File: src/rtl/pc_ras_unit.sv
// pc_ras_unit: fetch-stage program counter with reset/exception vectors, stall,
// branch redirect and a small circular return-address stack that predicts
// return targets. The RAS entry storage itself is never reset; only the
// pointer, count and status flags are.
module pc_ras_unit #(
    parameter int               WIDTH        = 32,
    parameter logic [WIDTH-1:0] RESET_VECTOR = 32'h0000_0000,
    parameter logic [WIDTH-1:0] EXC_VECTOR   = 32'h0000_0180,
    parameter int               INC          = 4,
    parameter int               RAS_DEPTH    = 4
) (
    input  logic                           clk,
    input  logic                           rst,
    input  logic                           Stall,
    input  logic                           Redirect,
    input  logic [WIDTH-1:0]               RedirectPC,
    input  logic                           Exception,
    input  logic                           PushRA,
    input  logic                           PopRA,
    output logic [WIDTH-1:0]               PCOut,
    output logic [WIDTH-1:0]               PCPlus,
    output logic [WIDTH-1:0]               RasTop,
    output logic [$clog2(RAS_DEPTH+1)-1:0] RasCount,
    output logic                           RasOverflow,
    output logic                           RasUnderflow
);

    localparam int               PW       = (RAS_DEPTH > 1) ? $clog2(RAS_DEPTH) : 1;
    localparam int               CW       = $clog2(RAS_DEPTH + 1);
    localparam logic [PW-1:0]    TOP_LAST = PW'(RAS_DEPTH - 1);
    localparam logic [CW-1:0]    CNT_FULL = CW'(RAS_DEPTH);
    localparam logic [WIDTH-1:0] INC_W    = WIDTH'(INC);

    logic [WIDTH-1:0] ras_mem [RAS_DEPTH];
    logic [PW-1:0]    top_ptr;
    logic [PW-1:0]    top_inc;
    logic [PW-1:0]    top_dec;
    logic [PW-1:0]    top_next;
    logic [CW-1:0]    count_next;
    logic [WIDTH-1:0] pc_next;
    logic [PW-1:0]    wr_idx;
    logic             wr_en;
    logic             ovf_set;
    logic             unf_next;
    logic             upd_en;
    logic             do_push;
    logic             do_pop;
    logic             ras_empty;
    logic             ras_full;

    assign PCPlus    = PCOut + INC_W;
    assign ras_empty = (RasCount == {CW{1'b0}});
    assign ras_full  = (RasCount == CNT_FULL);
    assign RasTop    = ras_empty ? {WIDTH{1'b0}} : ras_mem[top_ptr];

    // RAS only moves on a clean, unstalled cycle; redirects do not repair it.
    assign upd_en  = ~Exception & ~Redirect & ~Stall;
    assign do_push = upd_en & PushRA;
    assign do_pop  = upd_en & PopRA;

    // Circular neighbours of the top pointer (depth need not be a power of two).
    always_comb begin
        top_inc = (top_ptr == TOP_LAST) ? {PW{1'b0}} : top_ptr + PW'(1);
        top_dec = (top_ptr == {PW{1'b0}}) ? TOP_LAST : top_ptr - PW'(1);
    end

    // Next-PC selection: exception, redirect, stall, predicted return, sequential.
    always_comb begin
        pc_next = PCPlus;
        if (Exception) begin
            pc_next = EXC_VECTOR;
        end else if (Redirect) begin
            pc_next = RedirectPC;
        end else if (Stall) begin
            pc_next = PCOut;
        end else if (PopRA && !ras_empty) begin
            pc_next = RasTop;
        end else begin
            pc_next = PCPlus;
        end
    end

    // Next RAS pointer/count/flags and entry write for push, pop and call-via-return.
    always_comb begin
        top_next   = top_ptr;
        count_next = RasCount;
        wr_en      = 1'b0;
        wr_idx     = top_inc;
        ovf_set    = 1'b0;
        unf_next   = 1'b0;
        case ({do_push, do_pop})
            2'b10: begin
                wr_en      = 1'b1;
                wr_idx     = top_inc;
                top_next   = top_inc;
                count_next = ras_full ? RasCount : RasCount + CW'(1);
                ovf_set    = ras_full;
            end
            2'b01: begin
                if (!ras_empty) begin
                    top_next   = top_dec;
                    count_next = RasCount - CW'(1);
                end else begin
                    unf_next   = 1'b1;
                end
            end
            2'b11: begin
                wr_en = 1'b1;
                if (ras_empty) begin
                    // Nothing to return to: degrade to a plain push.
                    wr_idx     = top_inc;
                    top_next   = top_inc;
                    count_next = CW'(1);
                    unf_next   = 1'b1;
                end else begin
                    wr_idx     = top_ptr;
                end
            end
            default: begin
                wr_en = 1'b0;
            end
        endcase
    end

    // PC, RAS pointer, count and status flags.
    always_ff @(posedge clk or posedge rst) begin
        if (rst) begin
            PCOut        <= RESET_VECTOR;
            top_ptr      <= {PW{1'b0}};
            RasCount     <= {CW{1'b0}};
            RasOverflow  <= 1'b0;
            RasUnderflow <= 1'b0;
        end else begin
            PCOut        <= pc_next;
            top_ptr      <= top_next;
            RasCount     <= count_next;
            RasOverflow  <= RasOverflow | ovf_set;
            RasUnderflow <= unf_next;
        end
    end

    // RAS entry storage; deliberately not cleared by reset.
    always_ff @(posedge clk) begin
        if (wr_en) begin
            ras_mem[wr_idx] <= PCPlus;
        end
    end

endmodule
File: config.mk
export PLATFORM = sky130hd
export DESIGN_NAME = pc_ras_unit
export DESIGN_NICKNAME = d
export VERILOG_FILES = /design/src/rtl/pc_ras_unit.sv
export SDC_FILE = /design/constraint.sdc
export NUM_CORES = 1
export LEC_CHECK = 0
export CAP_MARGIN = 20
export CORE_UTILIZATION = 35
export CTS_BUF_LIST = sky130_fd_sc_hd__clkbuf_16
export CTS_CLUSTER_SIZE = 14
export DETAILED_ROUTE_END_ITERATION = 12
export PLACE_DENSITY_LB_ADDON = 0.15
export SLEW_MARGIN = 40
export SYNTH_ARGS = -nofsm -noshare
export SYNTH_HDL_FRONTEND = slang
export SYNTH_SLANG_ARGS = --single-unit
File: constraint.sdc
create_clock -name clk -period 5.7 [get_ports clk]
set_input_delay 1.14 -clock clk [delete_from_list [all_inputs] [get_ports clk]]
set_output_delay 1.14 -clock clk [all_outputs]
set_load 0.02 [all_outputs]
**Register map, names as in the netlist**

Bar = 50 um.
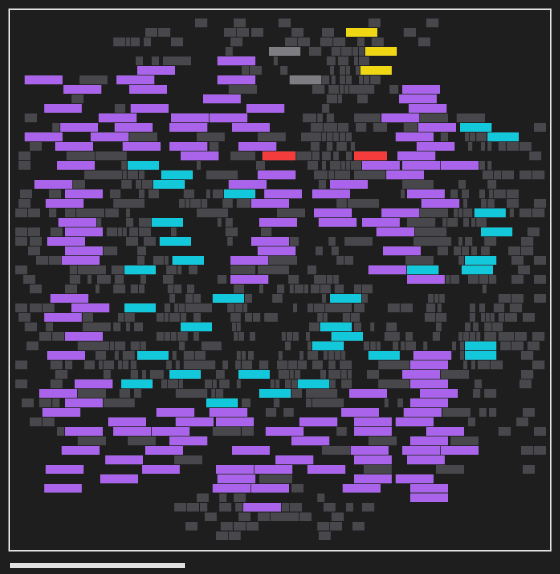
purple -> `ras_mem`  # flops 128, where all over the die
yellow -> `RasCount`  # flops 3
red -> `top_ptr`  # flops 2
cyan -> `PCOut`  # flops 32
utilization of the core after routing: 45.9%
register area: 4820 um^2
sequential fraction of total cell area: 46.1%

**Clock distribution**

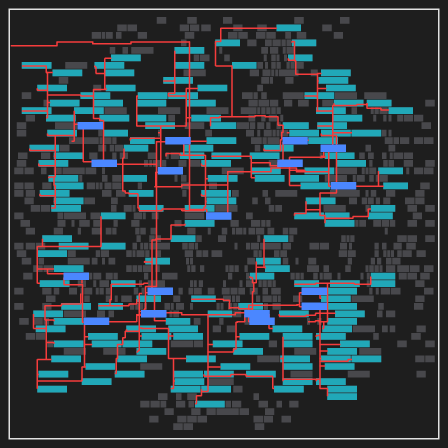
blue -> clock drivers  # count 17
cyan -> flip-flops  # count 167
red -> clock wires  # length 2070 um
routed clock nets = 18
Latency at later pin: 430 ps
clock share of power: 25.7%
reported clock group power: 1.11 mW
Max Clock Skew: 7.86 ps

**Wire density map**

The die is cut into 31 by 31 equal tiles; dark blue is low, red is high, scaled to the fullest tile. Values are wire area over tile area, all layers added.
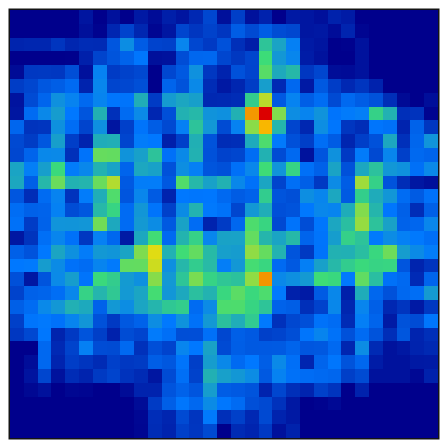
nearly empty tiles = 14%
tiles over half the peak = 4.7%
mean over tiles = 0.15
Routed WL: 23500 um
Total Routing Usage GR: 20.4%

**Cell sizes after repair**

Bar = 50 um.
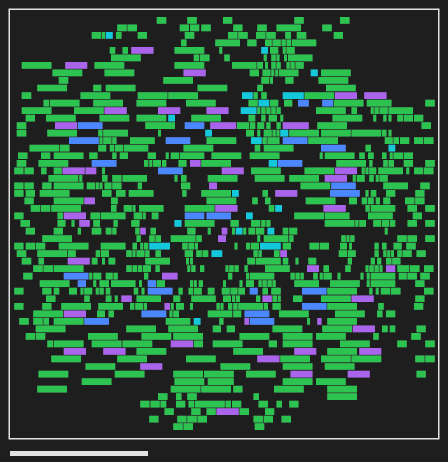
cyan -> _3 and _4 cells  # cells 23, share 3.0%
purple -> _2 cells  # cells 50, share 6.6%
green -> _0 and _1 cells  # cells 663, share 87%
blue -> _6 and larger  # cells 26, share 3.4%
worst setup margin: 1080 ps
area growth from synthesis to final layout: 28.3%

**Cell placement**

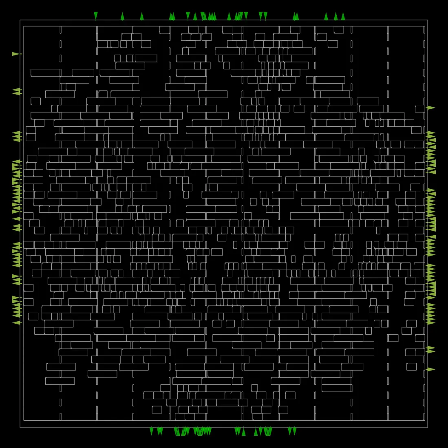
number of well-tap cells placed: 313
number of standard cells in the layout, taps in and fillers out: 1075
number of placement rows: 55
area of the core region: 22800 um^2

==> ds_physical_params.txt <==
Physical design parameters

Parameter                              Value

Route
  Per-cell via count in the routed design .................. 5.48
  Violation tally from detailed-route iteration zero .................. 510
  Routed wire length on met3 .................. 1250 um
  Top layer in use .................. met4
  Met1 Routed Length .................. 10500 um
  First-pass detailed-route iteration total .................. 4
  Routed length per placed instance .................. 21.8 um

Setup path
  Worst path max stage delay .................. 710 ps
  Endpoint of the worst-slack reg-to-reg timing path .................. ras_mem[1][27]$_DFFE_PP_
  Count of buffer and inverter cells on the critical path .................. 1
  Capturing element type of the critical path .................. output port
  Worst EP arrival .................. 3480 ps
  Worst setup path category .................. flip-flop to output port
  CP Cell Sequence .................. nand4_4 -> nor3_1 -> nand3_1 -> nor3_1 -> xnor2_1 -> clkdlybuf4s50_1
  Max stage delay cell, worst path .................. clkdlybuf4s50_1
  Cell type group with the largest total delay on the critical path .................. simple AND/OR/NAND/NOR gates
  Capturing instance or port of the critical path .................. PCPlus[28]
  Critical-path maximum fanout .................. 12
  Launch point of the critical path .................. PCOut[11]$_DFFE_PP0P_

Clock network
  Clk Tree Root Cell .................. clkbuf_16
  Number of post-CTS setup repair buffers .................. 0
  Clock transition at the registers of the reported paths .................. 60 ps
  Cell resize tally after clock tree synthesis .................. 0
  CTS Buf Count .................. 17
  Number of buffers on the longest clock path .................. 2
  Depth of the CTS H-tree .................. 4

Timing
  Setup TNS .................. 0 ps
  Worst Max-Slew Pin Slew .................. 755 ps
  RSZ-0062 raised after global routing .................. false
  Count of pins over their slew limit .................. 0
  Smallest hold slack .................. 498 ps

Global route
  Busiest grt layer .................. met2
  Fraction of met3 tracks used by global routing .................. 4.09%
  Initial antenna violation count .................. 0
  Pin count of the biggest net entering global routing .................. 40
  First-pass GRT wire length .................. 35800 um
  Met2 usage in global routing .................. 33.3%

Logic synthesis
  Commonest cells in the synthesized netlist .................. edfxtp_1 (128), nor2_1 (42), dfrtp_1 (39)
  Post-synthesis instance area .................. 8160 um^2
  Top post-synthesis cells by area .................. edfxtp_1 (47%), dfrtp_1 (12%), mux4_2 (8.6%)
  Dominant Register Cell .................. edfxtp_1
  Part of the Yosys area used for sequential elements .................. 59.1%
  Cell taking the most area after synthesis .................. edfxtp_1
  Mean Syn Cell Area .................. 13.2 um^2
  Flip-flops with a built-in enable .................. 128
  Fraction of synthesized area in multiplexers .................. 8.88%
  Synth top cell by count .................. edfxtp_1
  Largest family of logic cells by area .................. AND-OR/OR-AND gates
  Synthesized instance count .................. 620
  Share of synthesized registers carrying an async set or reset .................. 23.4%
  Compound-gate portion of the synthesized area .................. 12.0%
  Dominant cell area share .................. 47.1%
  Area fraction in and, or, nand and nor cells after synthesis .................. 12.0%
  Area share of fa/ha/maj cells after synthesis .................. 0.706%
  YS warnings .................. 0

Power
  Power attributed to sequential cells .................. 1.59 mW
  Group with the largest share of power .................. combinational cells
  Design Power .................. 4.34 mW
  Net switching power .................. 1.51 mW
  Power density of the placed cells .................. 414 nW/um^2
  Design internal power .................. 2.82 mW
  Share of power burned in combinational logic .................. 37.6%
  Peak supply drop .................. 0.217 mV

Placement
  Number of port buffers .................. 139
  Worst slack after detailed placement .................. 1260 ps
  Total placed cells including tap cells .................. 1043

Layout
  Most common logic cell in the routed design .................. clkdlybuf4s50_1
  Biggest registers after layout .................. ras_mem x128, PCOut x32, RasCount x3
  Number of nets in the final layout .................. 792
  Non-clock buffer instance count of the final layout .................. 156
  Inverters, non-clock .................. 18
  Logic share of the area .................. 29.3%
  Reg with most FFs .................. ras_mem
  Clock tree cell share of total cell area .................. 5.37%
  Most frequent logic cells in the routed design .................. clkdlybuf4s50_1 (139), edfxtp_1 (128), nor2_1 (38)
  Filler Cells Inserted .................. 2057
  Antenna diode count .................. 0
  Layout cell share with drive strength beyond 1 .................. 13.0%
  Largest cell class by area .................. flip-flops and latches
  Max reg flops .................. 128
  Logic area .................. 3070 um^2

Floorplan
  Initial core utilization .................. 35.8%
  Horizontal die size .................. 155 um

Hold path
  Depth of the worst hold-timing path .................. 1
  Class of the tightest hold or removal check .................. flip-flop to flip-flop

Run status
  Result of the run .................. finished, final reports clean

Run
  Tool Warnings .................. 27
  Maxcap violations .................. 0
No activity file was given, so power comes from the tool's default toggle rates.
